==> config.mk <==
export PLATFORM = sky130hd
export DESIGN_NAME = grf_wb_arbiter
export DESIGN_NICKNAME = d
export VERILOG_FILES = /design/src/rtl/grf_wb_arbiter_pkg.sv /design/src/rtl/grf_wb_arbiter_wb_fifo.sv /design/src/rtl/grf_wb_arbiter.sv
export SDC_FILE = /design/constraint.sdc
export NUM_CORES = 1
export LEC_CHECK = 0
export CAP_MARGIN = 0
export CORE_ASPECT_RATIO = 0.5
export CORE_MARGIN = 5
export CORE_UTILIZATION = 52
export DETAILED_ROUTE_END_ITERATION = 8
export GPL_TIMING_DRIVEN = 0
export PLACE_DENSITY = 0.88
export SYNTH_ARGS = -nofsm -noshare
export SYNTH_HDL_FRONTEND = slang
export SYNTH_SLANG_ARGS = --single-unit
export TNS_END_PERCENT = 100
==> constraint.sdc <==
create_clock -name clk -period 4.6 [get_ports clk]
set_input_delay 1.38 -clock clk [delete_from_list [all_inputs] [get_ports clk]]
set_output_delay 1.38 -clock clk [all_outputs]
set_load 0.02 [all_outputs]
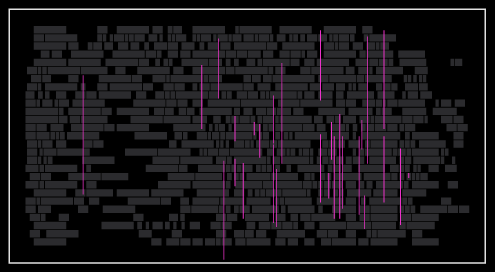
*Metal 4, run 1*
Drawn at 3 px/um. Cells faint in the background.
24 nets have wire on it. The longest straight run is 42.2 um.
vias: 4757
Routed WL: 17.2 mm

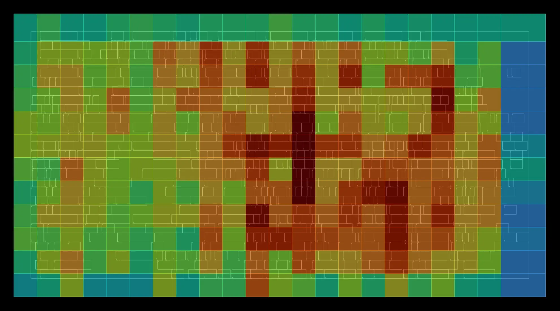
*Routing congestion, run 1*
overall routing resource usage: 0.262
met1 GRT Util: 0.334
GR Layer Usage met3: 0.0772

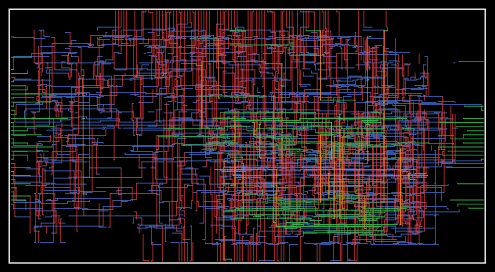
*Routed metal, one colour a layer, run 1*
Drawn at 3 px/um.
Blue shows M1, wire length 6550 um. Red shows M2, wire length 8200 um. Orange shows M4, wire length 578 um. Green shows M3, wire length 1900 um.
wire length per cell: 21.7 um

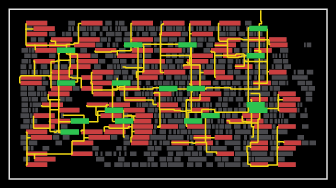
*Routed clock nets over the placement, run 1*
Drawn at 2 px/um.
Green shows clock-net drivers, count 17. Red shows flip-flops, count 114. Yellow shows clock wires, length 1490 um.
Position of the flops: all over the die. There are 18 routed clock nets.
clk pwr: 0.00135 W
Latency at later pin: 0.42 ns
Clk pwr share: 0.258

==> changes_impl.md, run 1 <==
## Flow update

- Detailed Route Iter0 Violations: 464
- Syn_nets: 552
- Gate power share: 0.424
- Combinational Area: ~2300 um^2
- ANT nets after route: 0
- Final Non-Filler Cells: 794
- Outcome: completed
- Proportion of layout cells with a drive suffix above 1: 0.134
- Setup violators final: 0
- Worst EP required: 3.22 ns
- Non-clk buf share: 0.212
- Cell Pwr Density: 648 nW/um^2
- Seq/total area: 0.398
- Resize count post-CTS: 39
- Sw frac: 0.377
- Storage cell area: 3220 um^2
- I/O Pins: 157
- Antenna cells: 0
- Async SR Flop Fraction: 0.351
- Dominant cell area share: 0.389
- Top cells by area: edfxtp_1, dfrtp_1, mux2i_1
- Die y size: 84.1 um
- Hold Crit Class: reg2reg
- Number of antenna violations at the first check in global routing: 0
- Worst-margin pin slew: 0.959 ns
- Post-route setup TNS: 0 ns
- Yosys adder share: 0.0110
- Synthesis Warnings: 0
- Final hold violation count: 0
- Dpl hpwl: 11.7 mm
- Multi-input combinational area share: 0.287
- Worst Path Buf+Inv: 4
- Pre-Place Util: 0.525
- Path depth of the worst reg2reg path: 4
- WP depth: 7
- Flops: 114
- CTS tree: yes
- MaxCap Viol Count: 0
- DR pass1 iterations: 7
- Crit-path cells: clkdlybuf4s50_1, a21oi_4, buf_4, clkbuf_2, nor2_1, a21oi_1, dlygate4sd2_1
- Grt ovf: 0
- Global-route wire length before repair: 26.5 mm
- P_sw: 0.00198 W
- Gp weighted congestion: 0.923
- Cell Int Power: approximately 0.0033 W
- Min Tclk post-route: 4.53 ns
- Slowest stage delay, CP: 0.51 ns
- Buffers excl. clock: ~180
- Max-Slew Margin vs Limit: 0.361
- Chip Area, Yosys: between 5000 and 6000 um^2
- Synth Area in XOR/XNOR: 0.0184
- Worst clock skew: 0.0131 ns
- Inst Count DP: around 760
- IO Port Bufs: ~150
- Syn Inst Count: 463
- Ys flops: 114
- Post-CTS Hold Buffers: 0
- Overall power after layout: between 0.005 and 0.006 W
- Number of vias per cell: 5.99
- Simple-Gate Area Share: 0.0870
- Num rows: 27
==> run 1: stage by stage <==
stage               cell area, um^2  worst slack, ns
finish                         8100           0.0672
global route                   8100           0.0101
CTS                            8060          -0.0728
detailed placement             7410           -0.833
global placement               7380           -0.828
floorplan                      5710            0.752
==> run 1: routing by layer <==
layer | share of wire | global-route usage
met1 | 0.38 | 0.334
met3 | 0.11 | 0.0772
met5 | 0 | 0
met2 | 0.48 | 0.426
met4 | 0.034 | 0.0960
==> run 1: power by group through the flow <==
stage	clock network (W)	logic, W	registers, W
floorplan	0	0.00113	0.00177
CTS	0.00136	0.00223	0.00166
global route	0.00142	0.00236	0.00170
global placement	0	0.00214	0.00166
finish	0.00135	0.00223	0.00167
detailed placement	0	0.00222	0.00167
==> run 2, diff against run 1 <==
Settings changed: TNS_END_PERCENT 100 to default.
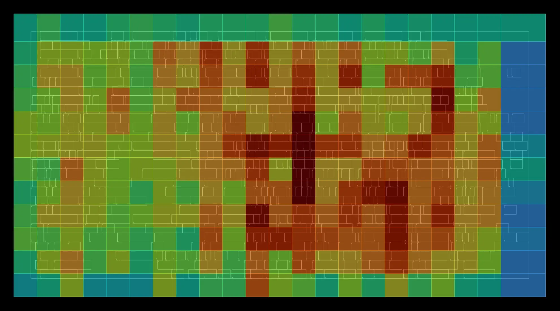
*Routing congestion, run 2*
final core occ: 0.744
busiest grt layer: met2
M2 GR Usage: 0.426

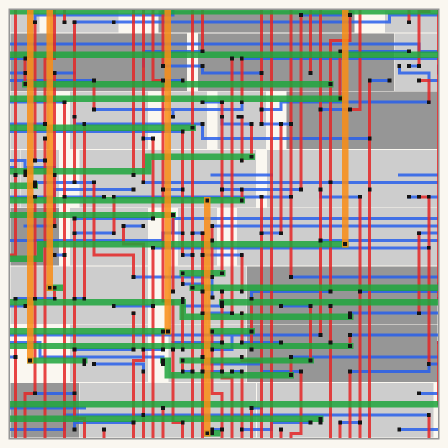
*Zoomed window, run 2*
Window x 109 to 129, y 11 to 31 um. Cells in grey, sequential cells in the stronger grey; small squares are vias.
Red shows M2. Green shows M3. Orange shows M4. Blue shows M1.
Most frequent: mux4_2 (5), dfrtp_1 (5), o21ai_1 (4). 24 logic cells have their middle in the window. Sequential cells in the window: 5.

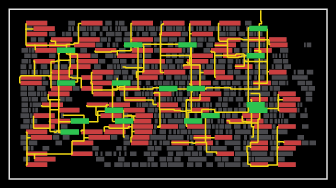
*Routed clock nets over the placement, run 2*
Drawn at 2 px/um.
Green shows clock-net drivers, count 17. Yellow shows clock wires, length 1490 um. Red shows flip-flops, count 114.
There are 18 routed clock nets. Position of the flops: all over the die.
worst clock skew: 0.0131 ns

==> run 2 against run 1 <==
Against the previous run: combinational power about the same; clock power is essentially flat; clock skew is the same; final area unchanged; die size unchanged; count of clock-buffer cells in the layout unchanged; wire length did not move; global-route usage unchanged; core utilization is the same; critical endpoint unchanged; highest routed layer unchanged.
==> changes_impl.md, run 2 <==
## Flow update

- Detailed Route Iter0 Violations: 464 (unchanged)
- Top cells by area: edfxtp_1, dfrtp_1, mux2i_1
- Seq/total area: 0.398 (unchanged)
- Hold path cells: 1
- Number of vias per cell: 5.99 (unchanged)
- Synth Area in XOR/XNOR: 0.0184 (unchanged)
- Die y size: 84.1 um (unchanged)
- Storage cell area: 3220 um^2 (unchanged)
- Max-Slew Margin vs Limit: 0.361 (unchanged)
- Post-CTS Hold Buffers: 0 (unchanged)
- Global-route wire length before repair: 26.5 mm (unchanged)
- Flops: 114 (unchanged)
- Max Fclk: 221 MHz
- Latency at later pin: 0.42 ns (about the same)
- Sequential area share after synthesis: 0.565
- Antenna cells: 0 (unchanged)
- Worst-margin pin slew: 0.959 ns (unchanged)
- Outcome: completed
- Syn Inst Count: 463 (unchanged)
- Pre-Place Util: 0.525 (unchanged)
- Grt ovf: 0 (unchanged)
- CTS tree: yes
- Combinational cell power: 0.00223 W (about the same)
- Cell Pwr Density: 648 nW/um^2 (unchanged)
- Async SR Flop Fraction: 0.351 (unchanged)
- Gp weighted congestion: 0.923 (unchanged)
- Resize count post-CTS: 39 (unchanged)
- MaxCap Viol Count: 0 (unchanged)
- Crit-path cells: clkdlybuf4s50_1, a21oi_4, buf_4, clkbuf_2, nor2_1, a21oi_1, dlygate4sd2_1
- Vias: 4757 (unchanged)
- Final hold violation count: 0 (unchanged)
- Combinational Area: 2320 um^2 (unchanged)
- Syn_nets: 552 (unchanged)
- Proportion of layout cells with a drive suffix above 1: 0.134 (unchanged)
- Comb_multi_in: 312
- Multi-input combinational area share: 0.287 (unchanged)
- Clk pwr: 0.00135 W (about the same)
- Simple-Gate Area Share: 0.0870 (unchanged)
- Clk root buf: clkbuf_16
- Number of antenna violations at the first check in global routing: 0 (unchanged)
- Yosys adder share: 0.0110 (unchanged)
- Buffers excl. clock: 179 (unchanged)
- Hold Crit Class: reg2reg
- Min Tclk post-route: 4.53 ns (unchanged)
- IO Port Bufs: 149 (unchanged)
- Synthesized area per cell: 12.3 um^2
- Seq group: 0.00167 W (about the same)
- Slowest stage delay, CP: 0.51 ns (about the same)
- Worst EP required: 3.22 ns (about the same)
- Ys flops: 114 (unchanged)
- Routed WL: 17.2 mm (unchanged)
- Setup violators final: 0 (unchanged)
- I/O Pins: 157 (unchanged)
- Cell Int Power: 0.00327 W (unchanged)
- Wire length per cell: 21.7 um (unchanged)
- Overall routing resource usage: 0.262 (unchanged)
- DR pass1 iterations: 7 (unchanged)
- Dominant cell area share: 0.389 (unchanged)
- Overall power after layout: 0.00525 W (unchanged)
- Dpl hpwl: 11.7 mm (unchanged)
- Num rows: 27 (unchanged)
- WP depth: 7 (unchanged)
- Worst Path Buf+Inv: 4 (unchanged)
- P_sw: 0.00198 W (unchanged)
- Sw frac: 0.377 (unchanged)
- Synthesis Warnings: 0 (unchanged)
- Pwr top: combinational cells
- Path depth of the worst reg2reg path: 4 (unchanged)
- Clk pwr share: 0.258 (about the same)
- Non-clk buf share: 0.212 (unchanged)
- ANT nets after route: 0 (unchanged)
- Gate power share: 0.424 (about the same)
- Chip Area, Yosys: 5710 um^2 (unchanged)
-- run 2: cell counts in the layout (fill, tap and decap cells not counted) --
No cell type changed its count.
-- run 2: stage by stage --
stage	std cells	setup WS [ns]	hold WS [ns]	setup TNS (ns)	cell area (um^2)
final	794	0.0672	0.469	0	8100
after global routing	794	0.0101	0.510	0	8100
after CTS	794	-0.0728	0.469	-0.323	8060
after detailed placement	758	-0.833	0.462	-25.04	7410
after global placement	757	-0.828	0.444	-35.80	7380
after floorplan	463	0.752	0.428	0	5710
-- run 2: metal layers --
layer / wire (um) / up-vias / track usage
met4: 578 / 0 / 0.0960
met1: 6550 / 2281 / 0.334
met5: 0 / - / 0
met2: 8200 / 330 / 0.426
li1: - / 2083 / -
met3: 1900 / 63 / 0.0772
Power and IR drop assume default switching activity.
